Run 1, placement view:
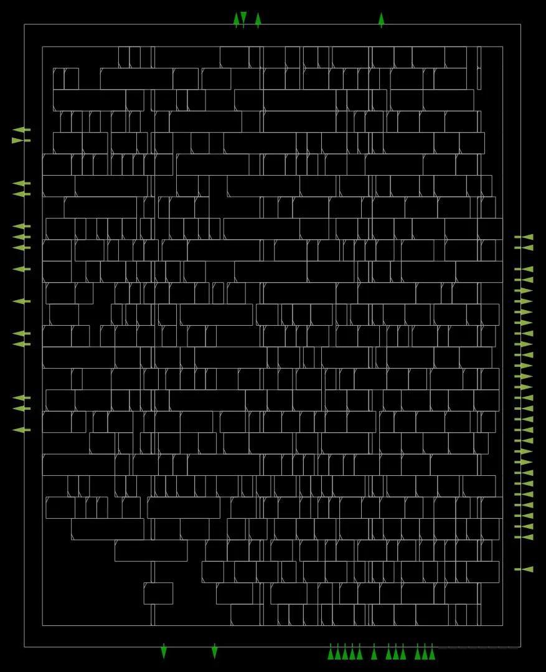
Run 1, I/O nets highlighted:
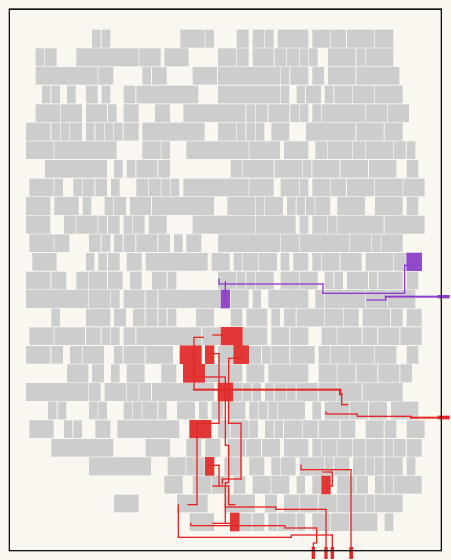
Run 1, signal wires on met3:
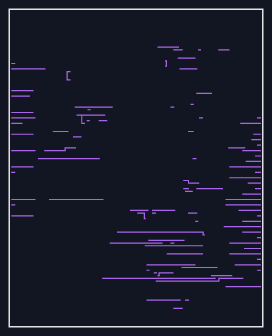
Run 1, routed metal per tile:
The die is cut into 13 by 16 equal tiles; black is low, pale yellow is high, scaled to the fullest tile. Values are wire area over tile area, all layers added.
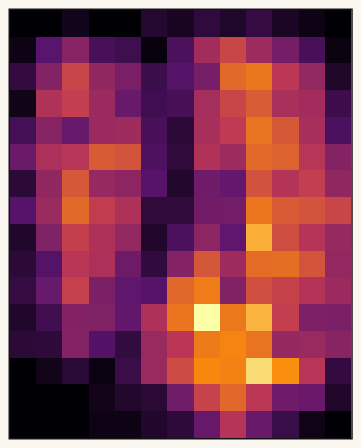
$ cat src/rtl/hazard_ctrl_unit_pkg.sv
// Shared pipeline-control definitions: hazard FSM states, forwarding selects
// and the state-to-stall/clear decode used by hazard_ctrl_unit.
package riscv_defines;

    typedef enum logic [2:0] {
        HCU_RESET        = 3'd0,
        HCU_WORK         = 3'd1,
        HCU_LOAD_USE     = 3'd2,
        HCU_LOAD_WAIT    = 3'd3,
        HCU_MC_WAIT      = 3'd4,
        HCU_BRANCH_FLUSH = 3'd5,
        HCU_JUMP_FLUSH   = 3'd6,
        HCU_POST_FLUSH   = 3'd7
    } hcu_state_e;

    typedef logic [1:0] fwd_sel_t;

    localparam fwd_sel_t FWD_NONE = 2'b00;
    localparam fwd_sel_t FWD_EX   = 2'b01;
    localparam fwd_sel_t FWD_WB   = 2'b10;

    typedef struct packed {
        logic fetch_stall;
        logic if_to_id_stall;
        logic id_to_ex_stall;
        logic ex_to_wb_stall;
        logic if_to_id_clear;
        logic id_to_ex_clear;
        logic ex_to_wb_clear;
    } hcu_ctrl_t;

    // Controls follow the state being entered; sitting in RESET flushes everything
    function automatic hcu_ctrl_t hcu_ctrl(hcu_state_e cur, hcu_state_e nxt);
        hcu_ctrl_t c;
        c = '0;
        if (cur == HCU_RESET) begin
            c.if_to_id_clear = 1'b1;
            c.id_to_ex_clear = 1'b1;
            c.ex_to_wb_clear = 1'b1;
        end else begin
            case (nxt)
                HCU_RESET, HCU_BRANCH_FLUSH: begin
                    c.if_to_id_clear = 1'b1;
                    c.id_to_ex_clear = 1'b1;
                    c.ex_to_wb_clear = 1'b1;
                end
                HCU_LOAD_USE: begin
                    c.fetch_stall    = 1'b1;
                    c.if_to_id_stall = 1'b1;
                    c.id_to_ex_clear = 1'b1;
                end
                HCU_LOAD_WAIT: begin
                    c.fetch_stall    = 1'b1;
                    c.if_to_id_stall = 1'b1;
                    c.id_to_ex_stall = 1'b1;
                    c.ex_to_wb_stall = 1'b1;
                end
                HCU_MC_WAIT: begin
                    c.fetch_stall    = 1'b1;
                    c.if_to_id_stall = 1'b1;
                    c.id_to_ex_stall = 1'b1;
                    c.ex_to_wb_clear = 1'b1;
                end
                HCU_JUMP_FLUSH: c.if_to_id_clear = 1'b1;
                HCU_POST_FLUSH: c.if_to_id_stall = 1'b1;
                default: ;
            endcase
        end
        return c;
    endfunction

endpackage

$ cat src/rtl/hazard_ctrl_unit_if.sv
// Pipeline-status inputs and stall/clear/forward outputs of the hazard control unit.
interface hazard_ctrl_unit_if #(
    parameter int unsigned ADDR_WIDTH   = 5,
    parameter int unsigned NUM_RD_PORTS = 2,
    parameter int unsigned CNT_WIDTH    = 16
);
    logic                               id_valid_i;
    logic [NUM_RD_PORTS-1:0]            id_use_rs_i;
    logic [NUM_RD_PORTS*ADDR_WIDTH-1:0] id_rs_addr_i;
    logic                               ex_write_en_i;
    logic [ADDR_WIDTH-1:0]              ex_write_addr_i;
    logic                               ex_load_i;
    logic                               wb_write_en_i;
    logic [ADDR_WIDTH-1:0]              wb_write_addr_i;
    logic                               wb_load_i;
    logic                               valid_lsu_load_i;
    logic                               mc_busy_i;
    logic                               branch_taken_i;
    logic                               jump_taken_i;

    logic                               fetch_stall_o;
    logic                               if_to_id_stall_o;
    logic                               id_to_ex_stall_o;
    logic                               ex_to_wb_stall_o;
    logic                               if_to_id_clear_o;
    logic                               id_to_ex_clear_o;
    logic                               ex_to_wb_clear_o;
    logic [2*NUM_RD_PORTS-1:0]          fwrd_sel_o;
    logic                               load_timeout_o;
    logic [CNT_WIDTH-1:0]               stall_cnt_o;

    modport master (
        output id_valid_i, id_use_rs_i, id_rs_addr_i, ex_write_en_i, ex_write_addr_i,
               ex_load_i, wb_write_en_i, wb_write_addr_i, wb_load_i, valid_lsu_load_i,
               mc_busy_i, branch_taken_i, jump_taken_i,
        input  fetch_stall_o, if_to_id_stall_o, id_to_ex_stall_o, ex_to_wb_stall_o,
               if_to_id_clear_o, id_to_ex_clear_o, ex_to_wb_clear_o, fwrd_sel_o,
               load_timeout_o, stall_cnt_o
    );

    modport slave (
        input  id_valid_i, id_use_rs_i, id_rs_addr_i, ex_write_en_i, ex_write_addr_i,
               ex_load_i, wb_write_en_i, wb_write_addr_i, wb_load_i, valid_lsu_load_i,
               mc_busy_i, branch_taken_i, jump_taken_i,
        output fetch_stall_o, if_to_id_stall_o, id_to_ex_stall_o, ex_to_wb_stall_o,
               if_to_id_clear_o, id_to_ex_clear_o, ex_to_wb_clear_o, fwrd_sel_o,
               load_timeout_o, stall_cnt_o
    );
endinterface

$ cat src/rtl/hazard_ctrl_unit_fwd_port.sv
// Single-operand forwarding comparator: picks EX, then WB, else register file.
module hcu_fwd_port
    import riscv_defines::*;
#(
    parameter int unsigned ADDR_WIDTH = 5
) (
    input  logic                  i_use_rs,
    input  logic [ADDR_WIDTH-1:0] i_rs_addr,
    input  logic                  i_ex_write_en,
    input  logic                  i_ex_load,
    input  logic [ADDR_WIDTH-1:0] i_ex_write_addr,
    input  logic                  i_wb_write_en,
    input  logic [ADDR_WIDTH-1:0] i_wb_write_addr,
    output fwd_sel_t              o_fwd_sel
);
    // A load result is not available in EX, so EX only forwards ALU results
    always_comb begin
        o_fwd_sel = FWD_NONE;
        if (i_use_rs && (|i_rs_addr)) begin
            if (i_ex_write_en && !i_ex_load && (i_ex_write_addr == i_rs_addr))
                o_fwd_sel = FWD_EX;
            else if (i_wb_write_en && (i_wb_write_addr == i_rs_addr))
                o_fwd_sel = FWD_WB;
        end
    end
endmodule

$ cat src/rtl/hazard_ctrl_unit.sv
// Pipeline hazard controller: stall/flush FSM, load timeout, stall perf counter
// and per-operand forwarding selects for the IF/ID/EX/WB pipeline.
module hazard_ctrl_unit
    import riscv_defines::*;
#(
    parameter int unsigned ADDR_WIDTH   = 5,
    parameter int unsigned NUM_RD_PORTS = 2,
    parameter int unsigned LOAD_TIMEOUT = 15,
    parameter int unsigned CNT_WIDTH    = 16
) (
    input  logic               clk,
    input  logic               rst,
    hazard_ctrl_unit_if.slave  bus
);
    localparam int unsigned TO_W = (LOAD_TIMEOUT > 0) ? $clog2(LOAD_TIMEOUT + 1) : 1;

    hcu_state_e           r_state;
    hcu_state_e           w_next_state;
    hcu_ctrl_t            w_ctrl;
    logic                 w_load_use;
    logic                 w_to_hit;
    logic [TO_W-1:0]      r_to_cnt;
    logic [CNT_WIDTH-1:0] r_stall_cnt;

    // Load in EX whose destination is read by the instruction in ID
    always_comb begin
        w_load_use = 1'b0;
        for (int k = 0; k < NUM_RD_PORTS; k++) begin
            if (bus.id_use_rs_i[k] &&
                (bus.id_rs_addr_i[k*ADDR_WIDTH +: ADDR_WIDTH] == bus.ex_write_addr_i))
                w_load_use = 1'b1;
        end
        w_load_use = w_load_use & bus.ex_load_i & bus.ex_write_en_i &
                     (|bus.ex_write_addr_i) & bus.id_valid_i;
    end

    assign w_to_hit = (LOAD_TIMEOUT != 0) && (r_state == HCU_LOAD_WAIT) &&
                      !bus.valid_lsu_load_i && (r_to_cnt == TO_W'(LOAD_TIMEOUT - 1));

    always_comb begin
        w_next_state = r_state;
        case (r_state)
            HCU_RESET: w_next_state = HCU_WORK;
            HCU_WORK: begin
                if (bus.wb_load_i && bus.wb_write_en_i && !bus.valid_lsu_load_i)
                    w_next_state = HCU_LOAD_WAIT;
                else if (bus.mc_busy_i)      w_next_state = HCU_MC_WAIT;
                else if (w_load_use)         w_next_state = HCU_LOAD_USE;
                else if (bus.branch_taken_i) w_next_state = HCU_BRANCH_FLUSH;
                else if (bus.jump_taken_i)   w_next_state = HCU_JUMP_FLUSH;
            end
            HCU_LOAD_USE: w_next_state = HCU_WORK;
            HCU_LOAD_WAIT: begin
                if (bus.valid_lsu_load_i) begin
                    if (bus.branch_taken_i)    w_next_state = HCU_BRANCH_FLUSH;
                    else if (bus.jump_taken_i) w_next_state = HCU_JUMP_FLUSH;
                    else                       w_next_state = HCU_WORK;
                end
            end
            HCU_MC_WAIT: if (!bus.mc_busy_i) w_next_state = HCU_WORK;
            HCU_BRANCH_FLUSH, HCU_JUMP_FLUSH: w_next_state = HCU_POST_FLUSH;
            HCU_POST_FLUSH: w_next_state = HCU_WORK;
            default: w_next_state = HCU_RESET;
        endcase
    end

    always_ff @(posedge clk or posedge rst) begin
        if (rst) r_state <= HCU_RESET;
        else     r_state <= w_next_state;
    end

    // Counts completed LOAD_WAIT cycles, saturating at the timeout value
    always_ff @(posedge clk or posedge rst) begin
        if (rst)
            r_to_cnt <= '0;
        else if (r_state != HCU_LOAD_WAIT)
            r_to_cnt <= '0;
        else if (r_to_cnt != TO_W'(LOAD_TIMEOUT))
            r_to_cnt <= r_to_cnt + TO_W'(1);
    end

    always_ff @(posedge clk or posedge rst) begin
        if (rst)
            r_stall_cnt <= '0;
        else if (w_ctrl.fetch_stall && (r_stall_cnt != '1))
            r_stall_cnt <= r_stall_cnt + CNT_WIDTH'(1);
    end

    assign w_ctrl = hcu_ctrl(r_state, w_next_state);

    assign bus.fetch_stall_o    = w_ctrl.fetch_stall;
    assign bus.if_to_id_stall_o = w_ctrl.if_to_id_stall;
    assign bus.id_to_ex_stall_o = w_ctrl.id_to_ex_stall;
    assign bus.ex_to_wb_stall_o = w_ctrl.ex_to_wb_stall;
    assign bus.if_to_id_clear_o = w_ctrl.if_to_id_clear;
    assign bus.id_to_ex_clear_o = w_ctrl.id_to_ex_clear;
    assign bus.ex_to_wb_clear_o = w_ctrl.ex_to_wb_clear;
    assign bus.load_timeout_o   = w_to_hit;
    assign bus.stall_cnt_o      = r_stall_cnt;

    for (genvar k = 0; k < NUM_RD_PORTS; k++) begin : g_fwd
        fwd_sel_t w_sel;
        hcu_fwd_port #(.ADDR_WIDTH(ADDR_WIDTH)) u_fwd (
            .i_use_rs        (bus.id_use_rs_i[k]),
            .i_rs_addr       (bus.id_rs_addr_i[k*ADDR_WIDTH +: ADDR_WIDTH]),
            .i_ex_write_en   (bus.ex_write_en_i),
            .i_ex_load       (bus.ex_load_i),
            .i_ex_write_addr (bus.ex_write_addr_i),
            .i_wb_write_en   (bus.wb_write_en_i),
            .i_wb_write_addr (bus.wb_write_addr_i),
            .o_fwd_sel       (w_sel)
        );
        assign bus.fwrd_sel_o[2*k +: 2] = (r_state == HCU_RESET) ? FWD_NONE : w_sel;
    end
endmodule
$ cat src/flat_wrapper.sv
// flat-port wrapper written by rule: the top's interface ports become plain ports
module hazard_ctrl_unit_flat import riscv_defines::*;
#(
    parameter int unsigned ADDR_WIDTH   = 5,
    parameter int unsigned NUM_RD_PORTS = 2,
    parameter int unsigned LOAD_TIMEOUT = 15,
    parameter int unsigned CNT_WIDTH    = 16
)
  (clk, rst, bus_id_valid_i, bus_id_use_rs_i, bus_id_rs_addr_i, bus_ex_write_en_i, bus_ex_write_addr_i, bus_ex_load_i, bus_wb_write_en_i, bus_wb_write_addr_i, bus_wb_load_i, bus_valid_lsu_load_i, bus_mc_busy_i, bus_branch_taken_i, bus_jump_taken_i, bus_fetch_stall_o, bus_if_to_id_stall_o, bus_id_to_ex_stall_o, bus_ex_to_wb_stall_o, bus_if_to_id_clear_o, bus_id_to_ex_clear_o, bus_ex_to_wb_clear_o, bus_fwrd_sel_o, bus_load_timeout_o, bus_stall_cnt_o);
  hazard_ctrl_unit_if #(.ADDR_WIDTH(ADDR_WIDTH), .NUM_RD_PORTS(NUM_RD_PORTS), .CNT_WIDTH(CNT_WIDTH)) bus_i ();
  input  logic clk;
  input  logic rst;
  input wire logic [$bits(bus_i.id_valid_i)-1:0] bus_id_valid_i;
  input wire logic [$bits(bus_i.id_use_rs_i)-1:0] bus_id_use_rs_i;
  input wire logic [$bits(bus_i.id_rs_addr_i)-1:0] bus_id_rs_addr_i;
  input wire logic [$bits(bus_i.ex_write_en_i)-1:0] bus_ex_write_en_i;
  input wire logic [$bits(bus_i.ex_write_addr_i)-1:0] bus_ex_write_addr_i;
  input wire logic [$bits(bus_i.ex_load_i)-1:0] bus_ex_load_i;
  input wire logic [$bits(bus_i.wb_write_en_i)-1:0] bus_wb_write_en_i;
  input wire logic [$bits(bus_i.wb_write_addr_i)-1:0] bus_wb_write_addr_i;
  input wire logic [$bits(bus_i.wb_load_i)-1:0] bus_wb_load_i;
  input wire logic [$bits(bus_i.valid_lsu_load_i)-1:0] bus_valid_lsu_load_i;
  input wire logic [$bits(bus_i.mc_busy_i)-1:0] bus_mc_busy_i;
  input wire logic [$bits(bus_i.branch_taken_i)-1:0] bus_branch_taken_i;
  input wire logic [$bits(bus_i.jump_taken_i)-1:0] bus_jump_taken_i;
  output wire logic [$bits(bus_i.fetch_stall_o)-1:0] bus_fetch_stall_o;
  output wire logic [$bits(bus_i.if_to_id_stall_o)-1:0] bus_if_to_id_stall_o;
  output wire logic [$bits(bus_i.id_to_ex_stall_o)-1:0] bus_id_to_ex_stall_o;
  output wire logic [$bits(bus_i.ex_to_wb_stall_o)-1:0] bus_ex_to_wb_stall_o;
  output wire logic [$bits(bus_i.if_to_id_clear_o)-1:0] bus_if_to_id_clear_o;
  output wire logic [$bits(bus_i.id_to_ex_clear_o)-1:0] bus_id_to_ex_clear_o;
  output wire logic [$bits(bus_i.ex_to_wb_clear_o)-1:0] bus_ex_to_wb_clear_o;
  output wire logic [$bits(bus_i.fwrd_sel_o)-1:0] bus_fwrd_sel_o;
  output wire logic [$bits(bus_i.load_timeout_o)-1:0] bus_load_timeout_o;
  output wire logic [$bits(bus_i.stall_cnt_o)-1:0] bus_stall_cnt_o;
  assign bus_i.id_valid_i = bus_id_valid_i;
  assign bus_i.id_use_rs_i = bus_id_use_rs_i;
  assign bus_i.id_rs_addr_i = bus_id_rs_addr_i;
  assign bus_i.ex_write_en_i = bus_ex_write_en_i;
  assign bus_i.ex_write_addr_i = bus_ex_write_addr_i;
  assign bus_i.ex_load_i = bus_ex_load_i;
  assign bus_i.wb_write_en_i = bus_wb_write_en_i;
  assign bus_i.wb_write_addr_i = bus_wb_write_addr_i;
  assign bus_i.wb_load_i = bus_wb_load_i;
  assign bus_i.valid_lsu_load_i = bus_valid_lsu_load_i;
  assign bus_i.mc_busy_i = bus_mc_busy_i;
  assign bus_i.branch_taken_i = bus_branch_taken_i;
  assign bus_i.jump_taken_i = bus_jump_taken_i;
  assign bus_fetch_stall_o = bus_i.fetch_stall_o;
  assign bus_if_to_id_stall_o = bus_i.if_to_id_stall_o;
  assign bus_id_to_ex_stall_o = bus_i.id_to_ex_stall_o;
  assign bus_ex_to_wb_stall_o = bus_i.ex_to_wb_stall_o;
  assign bus_if_to_id_clear_o = bus_i.if_to_id_clear_o;
  assign bus_id_to_ex_clear_o = bus_i.id_to_ex_clear_o;
  assign bus_ex_to_wb_clear_o = bus_i.ex_to_wb_clear_o;
  assign bus_fwrd_sel_o = bus_i.fwrd_sel_o;
  assign bus_load_timeout_o = bus_i.load_timeout_o;
  assign bus_stall_cnt_o = bus_i.stall_cnt_o;
  hazard_ctrl_unit #(.ADDR_WIDTH(ADDR_WIDTH), .NUM_RD_PORTS(NUM_RD_PORTS), .LOAD_TIMEOUT(LOAD_TIMEOUT), .CNT_WIDTH(CNT_WIDTH)) u_core (.clk(clk), .rst(rst), .bus(bus_i));
endmodule
$ cat config.mk
export PLATFORM = sky130hd
export DESIGN_NAME = hazard_ctrl_unit_flat
export DESIGN_NICKNAME = d
export VERILOG_FILES = /design/src/rtl/hazard_ctrl_unit_pkg.sv /design/src/rtl/hazard_ctrl_unit_if.sv /design/src/rtl/hazard_ctrl_unit_fwd_port.sv /design/src/rtl/hazard_ctrl_unit.sv /design/src/flat_wrapper.sv
export SDC_FILE = /design/constraint.sdc
export NUM_CORES = 1
export LEC_CHECK = 0
export ABC_AREA = 1
export CAP_MARGIN = 10
export CORE_AREA = 2 2 61 77
export CTS_BUF_LIST = sky130_fd_sc_hd__clkbuf_2
export CTS_CLUSTER_DIAMETER = 200
export DETAILED_ROUTE_END_ITERATION = 10
export DIE_AREA = 0 0 63 79
export PLACE_DENSITY = 0.79
export SYNTH_ARGS = -nofsm -noshare
export SYNTH_HDL_FRONTEND = slang
export SYNTH_SLANG_ARGS = --single-unit
$ cat constraint.sdc
create_clock -name clk -period 2.38 [get_ports clk]
set_input_delay 0.476 -clock clk [delete_from_list [all_inputs] [get_ports clk]]
set_output_delay 0.476 -clock clk [all_outputs]
set_load 0.005 [all_outputs]
==> impl_metrics.json, run 1 <==
{
  "post_cts_resized": 144,
  "reg2reg_slack_ns": 0.12,
  "p_int_mw": 1.808,
  "synthMuxAreaShare_pct": 0,
  "cts_buffers": 3,
  "cp-startpoint": "bus_ex_write_addr_i[2]",
  "setup_violations": 22,
  "warnings": 29,
  "max_freq_mhz": 376.7,
  "dr.pass1.iters": 6,
  "die_area_um2": 4977,
  "layout_setup_ws_ns": -0.2744,
  "vdd_ir_drop_max_uv": 790.7,
  "place_ws_ns": -0.8939,
  "final_nets": 461,
  "cp_cell_sequence": "buf_4 > inv_2 > nand2_1 > nand2_1 > nor2_2 > nand4_1 > nand2_1 > nand2_2 > nand2_2 > nand2_2 > a21oi_4 > buf_12 > buf_6 > o21bai_4 > buf_6 > nand2_4 > buf_6",
  "crit_type": "in -> out",
  "fin_skew_ns": 0.003341,
  "clk_latency_ns": 0.32,
  "maxUsedRoutingLayer": "met4",
  "grt.busiest_layer": "met2",
  "final_hold_viol_count": 0,
  "powerDensity_nw_per_um2": 1017,
  "violations": "setup timing",
  "p_comb_share_pct": 78.8,
  "path_max_fanout": 5,
  "die_h_um": 79,
  "grt_pass1_vias": 2387,
  "hold_path.class": "in -> async",
  "numClockSinks": 23,
  "cts_tree": "built",
  "drc": 0,
  "min_period_ns": 2.654,
  "ys_sh_xor_pct": 9.170,
  "status": "finished with violations",
  "rsz0062_at_grt": "yes",
  "cts_hold_buffers": 0,
  "path_depth": 17,
  "drtIter0Drc": 194,
  "holdWs_ns": 0.4460,
  "ys_warn_count": 0,
  "fin_cells": 482,
  "use_met2_pct": 51.06,
  "simple_gate_area_share_pct": 42.11,
  "ff_type": "dfrtp_1",
  "dpl.hpwl_um": 4652,
  "fin_area_um2": 3368,
  "chipWidth_um": 63,
  "crit_buf_inv": 6,
  "syn_nets": 334,
  "cp_data_arrival_time_ns": 2.18,
  "path_clk_slew_ns": 0.22,
  "p_sw_share_pct": 47.22,
  "power_frac_clock_pct": 4.6,
  "worstReg2RegEnd": "u_core.bus.stall_cnt_o[13]$_DFFE_PP0P_",
  "p_seq_share_pct": 16.7,
  "endpoint_kind": "output port",
  "yosysSeqAreaShare_pct": 28.70,
  "initial_core_util_pct": 46.75,
  "area_growth_pct": 67.94,
  "diodes": 0,
  "power.total_mw": 3.426,
  "reg2regPathDepth": 13,
  "tns_ns": -1.903,
  "max-cap-violations": 0,
  "synth_area_per_cell_um2": 6.730,
  "drive_gt1_share_pct": 41.51,
  "synth-async-reset-ratio_pct": 100.0,
  "period_used_pct": 111.5,
  "leakagePower_nw": 1.718,
  "reg2reg_from": "u_core.r_state[1]$_DFF_PP0_",
  "wl_met3_um": 469,
  "yosys_area_um2": 2006,
  "max_slew_margin_pct": 67.68,
  "cp-start-kind": "input pin",
  "viasPerCell": 5.382
}
About 'placement view':
final core occ: 78.51%
flop share of the area: 17.16%
n_taps: 58
FP Rows: 27

About 'I/O nets highlighted':
[`bus_wb_write_en_i`] purple | bits: 1 | direction: input | edge: east | end cells: 2 | wire: 48.7 µm
[`bus_wb_write_addr_i`] red | bits: 5 | direction: input | edge: 4 south, 1 east | end cells: 10 | wire: 245 µm
Port Buf Inserts: 60
# IOs: 61

About 'signal wires on met3':
main direction: horizontal
nets with wire on the layer: 81
wire length on this layer: 470 µm
share of all routed wire: 6.4%
met3 usage: 2.125%
vias post-DR: 2,594
WL final: 7293 µm

About 'routed metal per tile':
fullest tile: 0.70
densest ninth of the die: east
tiles over half the peak: 24%
emptiest ninth of the die: south-west
mean over tiles: 0.24
nearly empty tiles: 6.2%
total track usage: 26.42%
DR WL/cell: 15.13 µm

==> run 1: power by group through the flow <==
| stage | Sequential [mW] | Clock (mW) | Combinational [mW] |
|---|---|---|---|
| final | 0.571 | 0.156 | 2.70 |
| after detailed placement | 0.561 | 0 | 1.82 |
| after floorplan | 0.542 | 0 | 1.03 |
| after CTS | 0.559 | 0.157 | 2.18 |
| after global routing | 0.581 | 0.175 | 2.87 |
| after global placement | 0.560 | 0 | 1.78 |
==> run 1: flip-flops by register name, summed over array words and instances, names as in the netlist <==
register / count
u_core.r_to_cnt: 4
u_core.bus.stall_cnt_o: 16
u_core.r_state: 3
==> run 1: cell usage after synthesis, types with 6 or more instances <==
cell	instances	area, µm²
a21oi_1	9	45.04
dfrtp_1	23	575.6
inv_1	38	142.6
inv_2	7	26.28
nand2_1	74	277.8
nand2_2	14	87.58
nand3_1	33	165.2
nand4_1	7	43.79
nor2_1	20	75.07
nor3_1	11	55.05
o21ai_0	6	30.03
xnor2_1	7	61.31
xor2_1	14	122.6
==> run 1: cell usage in the layout (no fill, tap or decap), drive strengths merged, types with 6 or more instances in the layout <==
cell type and count:
nand4 7, o21ai 7, inv 45, nand2 91, dlygate4sd2 10, xor2 14, nand3 34, dfrtp 23
clkbuf 6, a21oi 10, nor3 13, xnor2 7, buf 87, nor2 24, clkdlybuf4s50 22
==> run 1: tightest hold or removal path, stage by stage <==
cell             delay, ns
clkdlybuf4s50_1       0.39
inv_1                 0.05
buf_4                 0.28
==> run 1: area by class of cell <==
type                       count  area [µm²]
timing repair buffer         126        1074
inverter                      46       180.2
fill                         288       922.1
clock buffer                   3       15.01
clock inverter                 1       5.005
sequential                    23       578.1
multi-input combinational    225        1444
tap                           58       72.57
==> run 2: changes to the inputs <==
Clock period 2.38 ns to 2.7 ns, I/O delays scaled along.
Run 2, I/O nets highlighted:
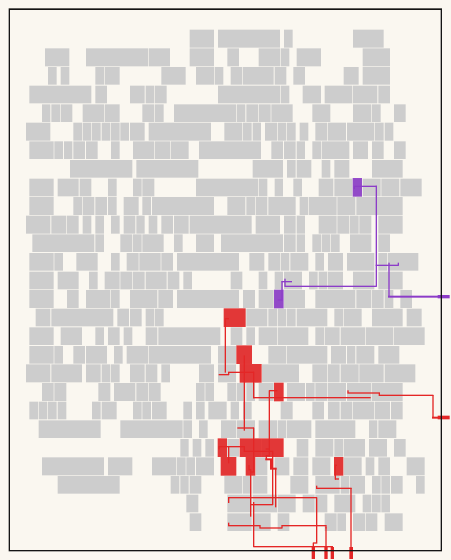

==> impl_metrics.json, run 2 <==
{
  "status": "completed",
  "antenna_found_initial": 0,
  "synthTopCellsByCount": "nand2_1 (74), inv_1 (38), nand3_1 (33)",
  "synth-async-reset-ratio_pct": 100.0,
  "final_hold_viol_count": 0,
  "cp_data_arrival_time_ns": 2.08,
  "slew_violations": 0,
  "clk_latency_ns": 0.37,
  "io_buffers": 60,
  "synth-edff-count": 0,
  "max_freq_mhz": 381.1,
  "cts_buffers": 3,
  "synth_area_leader_cell": "dfrtp_1",
  "io-pin-count": 61,
  "hold_path.class": "in -> async",
  "yosys.cell_count.top_type": "nand2_1",
  "path_max_fanout": 4,
  "final_antenna_net_count": 0,
  "leakagePower_nw": 1.581,
  "htree_levels": 1,
  "warnings": 28,
  "dr.pass1.iters": 6,
  "layout_setup_ws_ns": 0.07603,
  "synth_area_per_cell_um2": 6.730,
  "die_area_um2": 4977,
  "fin_cells": 456,
  "top_cells_by_area": "dfrtp_1 (29%), nand2_1 (14%), nand3_1 (8.2%), inv_1 (7.1%), xor2_1 (6.1%)",
  "powerDensity_nw_per_um2": 786.8,
  "use_met2_pct": 45.21,
  "grt.busiest_layer": "met2",
  "ys_warn_count": 0,
  "max_slew_margin_pct": 71.02,
  "diodes": 0,
  "synth_cells": 298,
  "fillers": 401,
  "fin_skew_ns": 0.02113,
  "dp.cells": 445,
  "fin_util_pct": 69.47,
  "path_delay_family": "buffers and inverters",
  "power.total_mw": 2.345,
  "cp-startpoint": "bus_wb_load_i",
  "maxUsedRoutingLayer": "met4",
  "area_growth_pct": 48.60,
  "cts_hold_buffers": 0,
  "rows": 27,
  "numClockSinks": 23,
  "yosys_area_um2": 2006,
  "yosysSeqAreaShare_pct": 28.70,
  "cp_cell_sequence": "clkdlybuf4s50_1 > nand2_1 > nor2_2 > buf_4 > nor2_4 > a21oi_4 > a21oi_2 > or2_2 > buf_2",
  "tns_ns": 0,
  "synth_stat.cells": 298,
  "post_cts_resized": 74,
  "layout.cells.most_common": "nand2_1",
  "endpoint_kind": "output port",
  "largest_register_ffs": 16,
  "grt_max_degree": 24,
  "drc": 0,
  "dr_wl_met2_um": 3100,
  "die_h_um": 79,
  "grtUsageMet3_pct": 3.258,
  "reg2reg_from": "u_core.bus.stall_cnt_o[0]$_DFFE_PP0P_",
  "final_layout_top_logic_cells": "nand2_1 (72), buf_4 (37), inv_1 (36), nand3_1 (33), clkdlybuf4s50_1 (26)",
  "cts_setup_buffers": 7,
  "cp_slowest_cell": "clkdlybuf4s50_1",
  "grt_remaining_overflow": 0,
  "placed_area_um2": 2895,
  "path_clk_slew_ns": 0.23,
  "initial_core_util_pct": 46.75,
  "vdd_ir_drop_max_uv": 498.5,
  "drt-met1-wl_um": 2514,
  "cts_root_buffer": "clkbuf_2",
  "dpl.hpwl_um": 4375,
  "ys_types": 35,
  "crit_type": "in -> out",
  "slowest_delay_ns": 0.47,
  "netlist_area_um2": 2006,
  "place_ws_ns": -0.7095,
  "ys_ff": 23,
  "drive_gt1_share_pct": 29.90,
  "crit_buf_inv": 3,
  "wl_met3_um": 364,
  "gp_congestion": 0.8876,
  "ff_type": "dfrtp_1",
  "tightest_slew_ns": 0.4314,
  "cts_tree": "built",
  "period_used_pct": 97.18,
  "drtIter0Drc": 108,
  "cp.required_ns": 2.16,
  "cp-start-kind": "input pin",
  "fin_area_um2": 2980,
  "grt_pass1_wl_um": 9901,
  "min_period_ns": 2.624,
  "use_met1_pct": 29.89,
  "syn_nets": 334,
  "max-cap-violations": 0,
  "grt_pass1_vias": 2206,
  "viasPerCell": 5.039,
  "setup_violations": 0,
  "final_nets": 435,
  "core_um2": 4290,
  "synth_top_area_share_pct": 28.70,
  "max-clock-path-buffers": 2,
  "holdWs_ns": 0.4763,
  "chipWidth_um": 63
}
Run 2, routed metal per tile:
The die is cut into 13 by 16 equal tiles; black is low, pale yellow is high, scaled to the fullest tile. Values are wire area over tile area, all layers added.
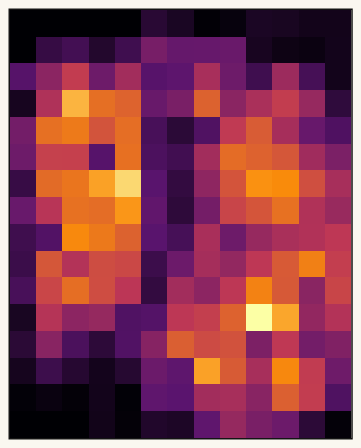
total track usage: 24.53%
DR WL/cell: 13.25 µm
vias post-DR: 2,298
WL final: 6042 µm

==> run 2: cell count changes in the layout (fill, tap and decap cells not counted), moves of 6 or more <==
cell / change
buf_4: -21
buf_6: -13
clkbuf_2: +7
dlygate4sd2_1: -6
dlymetal6s2s_1: +6
inv_1: +7
inv_2: -6
nand2_1: +8
nand2_2: -7
==> run 2: power breakdown <==
group	internal (mW)	total, mW	switching, mW	leakage, nW
Combinational	0.761	1.71	0.948	1.26
Clock	0.0335	0.144	0.111	0.0164
Sequential	0.413	0.492	0.0788	0.308
==> run 2: logic make-up (layout without fill, tap and decap cells) <==
logic type,count (synthesis),in the layout,synth area share (%)
xor gates and xnor gates,21,21,9.170
buffers and inverters,50,150,10.17
DFF,23,23,28.70
and+or+nand+nor,176,176,42.11
adders and majority gates,3,3,1.872
AOI/OAI and AO/OA,25,25,7.985
==> run 2: worst paths after layout <==
check                                                          to  slack [ns]  cells after the start
min                        u_core.bus.stall_cnt_o[12]$_DFFE_PP0P_        0.48                      3
min reg2reg                 u_core.bus.stall_cnt_o[5]$_DFFE_PP0P_        0.54                      2
min in group clk            u_core.bus.stall_cnt_o[5]$_DFFE_PP0P_        0.54                      2
max reg2reg                 u_core.bus.stall_cnt_o[2]$_DFFE_PP0P_        0.42                     11
max in group asynchronous   u_core.bus.stall_cnt_o[5]$_DFFE_PP0P_        1.98                      3
max                                          bus_ex_to_wb_clear_o        0.08                      9
==> run 2: layout make-up <==
class / instances / area [µm²] / share of cell area, %
multi-input cells: 225 / 1306 / 43.83
inverters: 46 / 175.2 / 5.877
repair buffers: 100 / 830.8 / 27.88
flip-flops and latches: 23 / 575.6 / 19.31
clock buffers: 3 / 15.01 / 0.5038
clock inverters: 1 / 5.005 / 0.1679
well taps: 58 / 72.57 / 2.435
==> run 3: changes to the inputs <==
Settings changed: RECOVER_POWER from default to 25.
Run 3, placement view:
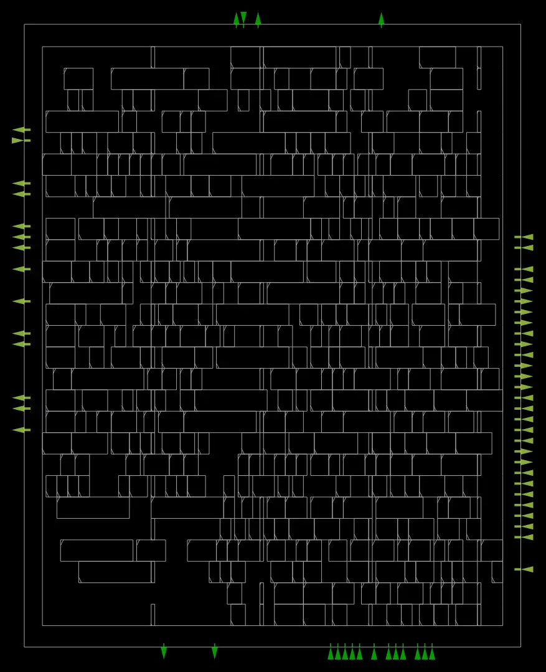
Filler cells: 403
flop share of the area: 19.34%

==> impl_metrics.json, run 3 <==
{
  "powerDensity_nw_per_um2": 788.0,
  "logic_gate_count": 225,
  "cp_data_arrival_time_ns": 2.08,
  "synth_top_area_share_pct": 28.70,
  "grt_remaining_overflow": 0,
  "buffers": 100,
  "chipWidth_um": 63,
  "slowest_delay_ns": 0.47,
  "final_hold_viol_count": 0,
  "max_freq_mhz": 381.1,
  "drive_gt1_share_pct": 29.65,
  "rows": 27,
  "path_clk_slew_ns": 0.20,
  "path_max_fanout": 4,
  "p_comb_share_pct": 72.9,
  "grt_pass1_wl_um": 9901,
  "combGateArea_um2": 1306,
  "fin_skew_ns": 0.01945,
  "synth_area_leader_cell": "dfrtp_1",
  "endpoint_kind": "output port",
  "io_buffers": 60,
  "vdd_ir_drop_max_uv": 497.7,
  "synth_area_per_cell_um2": 6.730,
  "cp.required_ns": 2.16,
  "syn_nets": 334,
  "core_um2": 4290,
  "synthTopCellsByCount": "nand2_1 (74), inv_1 (38), nand3_1 (33)",
  "status": "completed",
  "yosys_area_um2": 2006,
  "yosys.cell_count.top_type": "nand2_1",
  "netlist_area_um2": 2006,
  "cp_cell_sequence": "clkdlybuf4s50_1 > nand2_1 > nor2_2 > buf_4 > nor2_4 > a21oi_4 > a21oi_2 > or2_2 > buf_2",
  "flops": 23,
  "max-cap-violations": 0,
  "cts_buffers": 3,
  "compound_area_share_pct": 7.985,
  "cp-start-kind": "input pin",
  "die_h_um": 79,
  "wl_per_cell_um": 13.24,
  "top_power_group": "combinational logic",
  "path_delay_family": "buffers and inverters",
  "grt_pass1_vias": 2206,
  "synth_stat.cells": 298,
  "setup_violations": 0,
  "ys_sh_adder_pct": 1.871,
  "final_antenna_net_count": 0,
  "nNonClkInverters": 46,
  "buf_share_pct": 27.78,
  "clk_share_pct": 0.6726,
  "gp_congestion": 0.8876,
  "synth-edff-count": 0,
  "final_layout_top_logic_cells": "nand2_1 (72), inv_1 (36), buf_4 (36), nand3_1 (33), clkdlybuf4s50_1 (25)",
  "reg2reg_slack_ns": 0.42,
  "ys_warn_count": 0,
  "synth_cells": 298,
  "viasPerCell": 5.046,
  "clk_latency_ns": 0.36,
  "period_used_pct": 97.18,
  "die_area_um2": 4977,
  "clk-power_mw": 0.143,
  "largest_register_ffs": 16,
  "n_clock_buffer": 3,
  "combinationalPower_mw": 1.71,
  "gr-usage-all-layers_pct": 24.53,
  "p_sw_share_pct": 48.53,
  "yosysSeqAreaShare_pct": 28.70,
  "p_int_mw": 1.207,
  "cp_slowest_cell": "clkdlybuf4s50_1",
  "fin_cells": 456,
  "ys_ff": 23,
  "simple_gate_area_share_pct": 42.11,
  "final_nets": 435,
  "regArea_um2": 575.6,
  "p_seq_mw": 0.492,
  "dr.pass1.iters": 6,
  "layout.cells.most_common": "nand2_1",
  "tightest_slew_ns": 1.211,
  "synth-async-reset-ratio_pct": 100.0,
  "top_cells_by_area": "dfrtp_1 (29%), nand2_1 (14%), nand3_1 (8.2%), inv_1 (7.1%), xor2_1 (6.1%)",
  "synthMuxAreaShare_pct": 0,
  "min_period_ns": 2.624,
  "io-pin-count": 61,
  "initial_core_util_pct": 46.75,
  "p_seq_share_pct": 21.0,
  "leakagePower_nw": 1.578,
  "slew_violations": 0,
  "ys_sh_xor_pct": 9.170,
  "dp.cells": 445,
  "max-clock-path-buffers": 2,
  "comb_area_share_pct": 43.88
}
Run 3, signal wires on met3:
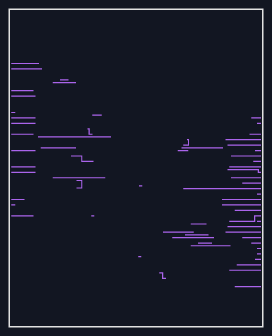
met3 usage: 3.258%
vias post-DR: 2,301

## run 3: worst paths after layout
check,startpoint,end,cells after the start
worst min-delay path,u_core.bus.stall_cnt_o[5]$_DFFE_PP0P_,u_core.bus.stall_cnt_o[5]$_DFFE_PP0P_,2
max in group asynchronous,rst,u_core.bus.stall_cnt_o[5]$_DFFE_PP0P_,3
min in group asynchronous,rst,u_core.bus.stall_cnt_o[12]$_DFFE_PP0P_,3
worst max register to register,u_core.bus.stall_cnt_o[0]$_DFFE_PP0P_,u_core.bus.stall_cnt_o[2]$_DFFE_PP0P_,11
worst min register to register,u_core.bus.stall_cnt_o[5]$_DFFE_PP0P_,u_core.bus.stall_cnt_o[5]$_DFFE_PP0P_,2
worst max-delay path,bus_wb_load_i,bus_ex_to_wb_clear_o,9
## run 3: cell families (layout without fill, tap and decap cells)
group	count (synthesis)	in the layout
flip-flops	23	23
XOR/XNOR	21	21
buffers and inverters	50	150
adder cells (fa/ha/maj)	3	3
AND/OR/NAND/NOR	176	176
AND-OR/OR-AND	25	25
## run 3: per-stage QoR
stage	utilization (%)	hold slack (ns)	setup slack, ns	cell area, µm²
3_5_place_dp	67.48	0.5050	-0.7095	2895
3_3_place_gp	67.48	0.4970	-0.6456	2895
6_report	69.38	0.5445	0.07603	2977
4_1_cts	69.23	0.4895	-0.01089	2970
2_1_floorplan	-	0.4961	0.4517	2006
5_1_grt	69.38	0.5855	-0.01037	2977
## run 3: timing repair
item,in CTS,in global routing
setup buffers,7,0
pin swaps,14,17
hold buffers,0,0
resized,74,44
setup endpoints to repair,11,11
endpoints found under the hold margin,0,0
## run 3: layer usage
layer | track usage [%] | routed length, µm
met3 | 3.258 | 349
met1 | 29.89 | 2516
met2 | 45.21 | 3110
met4 | 6.222 | 62
met5 | 0 | 0
Power is estimated from default activity; no workload was simulated.
